===== src/rtl/mux2t1_4.sv =====
// 2:1 word multiplexer with a combinational output and a registered copy.
// Optional macro MUX2T1_PARITY_EN adds a registered even-parity output o_par.
module mux2t1_4 #(
   parameter int               WIDTH   = 4,
   parameter logic [WIDTH-1:0] RST_VAL = '0
) (
   input  logic             clk,
   input  logic             rst_n,
   input  logic             en,
   input  logic             sel,
   input  logic [WIDTH-1:0] a,
   input  logic [WIDTH-1:0] b,
   output logic [WIDTH-1:0] o,
`ifdef MUX2T1_PARITY_EN
   output logic             o_par,
`endif
   output logic [WIDTH-1:0] o_q,
   output logic             sel_q,
   output logic             o_vld
);

   generate
      if (WIDTH < 1 || WIDTH > 32) begin : g_width_check
         $error("mux2t1_4: WIDTH must be in 1..32");
      end
   endgenerate

   // Plain ternary keeps standard X propagation when sel is unknown.
   assign o = sel ? b : a;

   logic [WIDTH-1:0] o_d;
   logic             sel_d;
   logic             vld_d;
   logic             vld_q;

   always_comb begin
      o_d   = o_q;
      sel_d = sel_q;
      vld_d = vld_q;
      if (en) begin
         o_d   = o;
         sel_d = sel;
         vld_d = 1'b1;
      end
   end

   always_ff @(posedge clk or negedge rst_n) begin
      if (!rst_n) begin
         o_q   <= RST_VAL;
         sel_q <= 1'b0;
         vld_q <= 1'b0;
      end else begin
         o_q   <= o_d;
         sel_q <= sel_d;
         vld_q <= vld_d;
      end
   end

   assign o_vld = vld_q;

`ifdef MUX2T1_PARITY_EN
   logic par_d;
   logic par_q;

   always_comb begin
      par_d = par_q;
      if (en) begin
         par_d = ^o;
      end
   end

   always_ff @(posedge clk or negedge rst_n) begin
      if (!rst_n) begin
         par_q <= ^RST_VAL;
      end else begin
         par_q <= par_d;
      end
   end

   assign o_par = par_q;
`endif

endmodule


===== config.mk =====
export PLATFORM = sky130hd
export DESIGN_NAME = mux2t1_4
export DESIGN_NICKNAME = d
export VERILOG_FILES = /design/src/rtl/mux2t1_4.sv
export SDC_FILE = /design/constraint.sdc
export NUM_CORES = 1
export LEC_CHECK = 0
export ABC_AREA = 1
export CAP_MARGIN = 10
export CORE_AREA = 4 4 41 43
export CTS_BUF_LIST = sky130_fd_sc_hd__clkbuf_2 sky130_fd_sc_hd__clkbuf_4 sky130_fd_sc_hd__clkbuf_8
export CTS_CLUSTER_SIZE = 25
export DETAILED_ROUTE_END_ITERATION = 8
export DIE_AREA = 0 0 45 47
export GPL_TIMING_DRIVEN = 0
export SETUP_SLACK_MARGIN = 0.02
export SLEW_MARGIN = 5
export SYNTH_ARGS = -nofsm -noshare
export SYNTH_HDL_FRONTEND = slang
export SYNTH_SLANG_ARGS = --single-unit
export TNS_END_PERCENT = 5

===== constraint.sdc =====
create_clock -name clk -period 0.8 [get_ports clk]
set_input_delay 0.16 -clock clk [delete_from_list [all_inputs] [get_ports clk]]
set_output_delay 0.16 -clock clk [all_outputs]
set_load 0.03 [all_outputs]

==> impl_results.html <==
<p>Metrics extracted from the flow reports.</p>
<table>
<tr><th>Metric</th><th>Value</th></tr>
<tr><th colspan="2">Final timing</th></tr>
<tr><td>Portion of the clock cycle consumed by the worst path in the final layout</td><td>120.5%</td></tr>
<tr><td>Count of pins over their slew limit</td><td>0</td></tr>
<tr><td>Skew final</td><td>0 ps</td></tr>
<tr><td>Aggregate negative setup slack</td><td>-1050 ps</td></tr>
<tr><td>Setup slack of the critical path after layout</td><td>-164.1 ps</td></tr>
<tr><td>Setup Viol. Count Final</td><td>11</td></tr>
<tr><td>FMAX</td><td>approximately 1.0 GHz</td></tr>
<tr><th colspan="2">GRT</th></tr>
<tr><td>Most Used Layer, Global Route</td><td>met2</td></tr>
<tr><td>Via count of the first global-routing pass</td><td>around 400</td></tr>
<tr><th colspan="2">Layout</th></tr>
<tr><td>Final net count</td><td>95</td></tr>
<tr><td>Layout cell share with drive strength beyond 1</td><td>between 50% and 60%</td></tr>
<tr><th colspan="2">Synthesis</th></tr>
<tr><td>Mapped Avg Cell Area</td><td>between 7 and 8 um2</td></tr>
<tr><td>Post-synth net total</td><td>55</td></tr>
<tr><td>Count of distinct cell types in the synthesized netlist</td><td>8</td></tr>
<tr><td>Cell total in the yosys stat output</td><td>43</td></tr>
<tr><td>Post-synthesis share of cell area spent on and-or and or-and gates</td><td>1.626%</td></tr>
<tr><th colspan="2">Drt</th></tr>
<tr><td>Drt drc</td><td>0</td></tr>
<tr><td>Iteration-0 DRC Markers</td><td>8</td></tr>
<tr><th colspan="2">Critical path</th></tr>
<tr><td>Reg-to-reg critical path startpoint</td><td>o_vld$_DFFE_PN0P_</td></tr>
<tr><td>CP required</td><td>640 ps</td></tr>
<tr><td>Last element of the critical path</td><td>o_vld</td></tr>
<tr><td>Logic depth of the worst setup path including buffers</td><td>1</td></tr>
<tr><th colspan="2">Status</th></tr>
<tr><td>Violated checks</td><td>negative setup slack</td></tr>
<tr><td>Status</td><td>complete, but fails checks</td></tr>
<tr><th colspan="2">Clock network</th></tr>
<tr><td>Clock buffer depth</td><td>2</td></tr>
<tr><th colspan="2">Die</th></tr>
<tr><td>Boundary Pins</td><td>22</td></tr>
</table>
[power breakdown]
group          internal [mW]  switching, mW
registers              0.330         0.0199
clock network          0.224          0.125
logic                  0.198          0.186
[cell type report]
| type | count | area, um2 | share of cell area, % |
|---|---|---|---|
| repair buffers | 35 | 307.8 | 43.93 |
| multi-input cells | 27 | 147.6 | 21.07 |
| flip-flops and latches | 6 | 151.4 | 21.61 |
| inverters | 10 | 45.04 | 6.429 |
| well taps | 15 | 18.77 | 2.679 |
| clock buffers | 4 | 30.03 | 4.286 |
[Yosys cell counts, drive strengths merged]
cell type	n	share of area (%)
o21ai	1	1.6
and2	4	8.1
dfrtp	6	49
nand3	4	6.5
or2	1	2.0
inv	10	12
nand2	17	21
[per-stage QoR]
| step | power (mW) | area, um2 | hold WS (ps) | instances | utilization (%) |
|---|---|---|---|---|---|
| floorplan | 0.4926 | 311.5 | -135.6 | 43 | - |
| global placement | 0.6511 | 540.5 | 421.1 | 79 | 41.54 |
| detailed placement | 0.6526 | 540.5 | 426.8 | 79 | 41.54 |
| CTS | 1.088 | 698.2 | 151.3 | 97 | 53.65 |
| global route | 1.147 | 700.7 | 158.2 | 97 | 53.85 |
| finish | 1.083 | 700.7 | 144.8 | 97 | 53.85 |
[sequential cells by signal (all words and copies together), names as in the netlist]
name and flops:
o_vld 1, sel_q 1, o_q 4
[kinds of logic (layout without fill, tap and decap cells)]
family / after synthesis / count (layout)
and+or+nand+nor: 26 / 26
buffers and inverters: 10 / 49
DFF: 6 / 6
AOI/OAI and AO/OA: 1 / 1
[what timing repair did]
action                     CTS  global route
gates resized              111             1
setup endpoints to repair   16            11
pin swaps                    8             0
buffers inserted            14             0
### Pin map

Pins as bars across the die edge, other pins in gray.
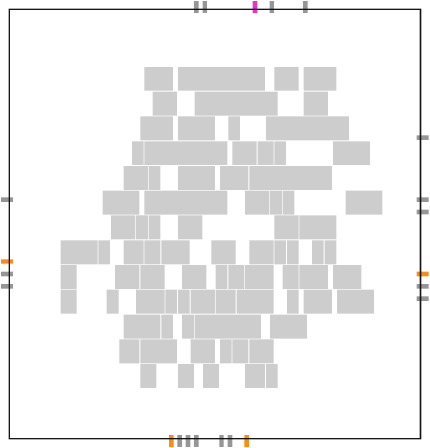
| port | color | pins | direction | edge |
|---|---|---|---|---|
| `o` | orange | 4 | output | 2 south, 1 west, 1 east |
| `clk` | magenta | 1 | input | north |
all pins by edge: 7 south, 6 east, 5 north, 4 west

### Wiring by layer

Scale bar: 10 um.
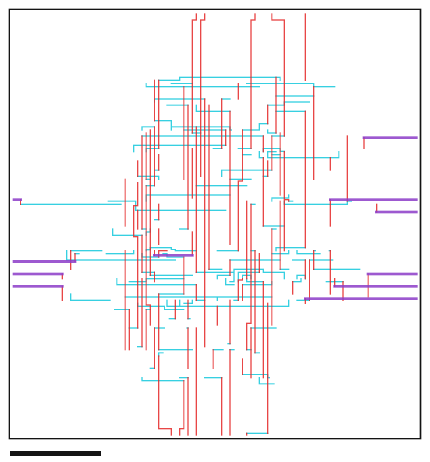
| layer | color | wire length |
|---|---|---|
| M2 | red | 614 um |
| M1 | cyan | 401 um |
| M3 | purple | 68.1 um |

### Routed clock nets over the placement

Scale bar: 10 um.
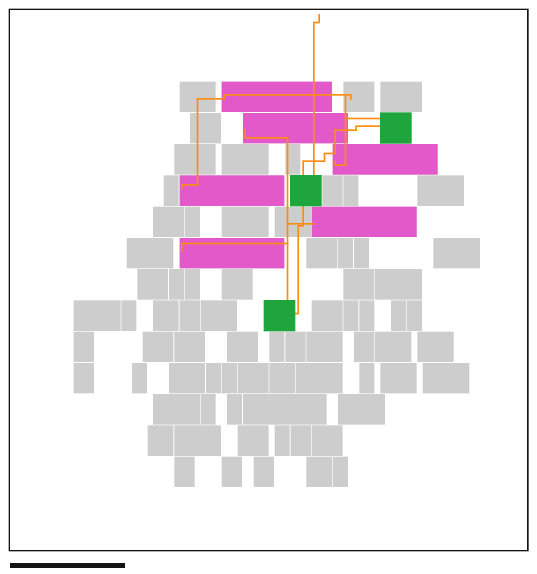
[clock-net drivers] green | count: 3
[flip-flops] magenta | count: 6
[clock wires] orange | length: 110 um
routed clock nets: 4

### Track usage over the die

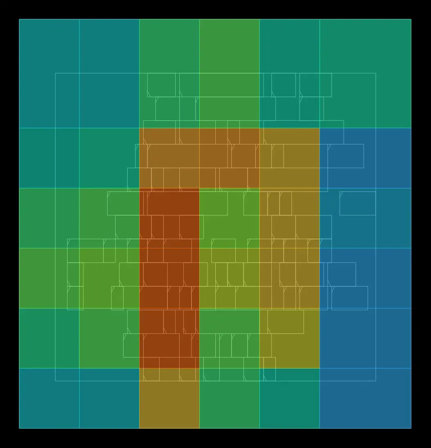
total routing resource utilization after global routing: 10.97%
met1 capacity usage during global routing: 11.34%
Core Util, Final: 53.85%

Power figures rest on the tool's default switching activity, not on a simulated workload.
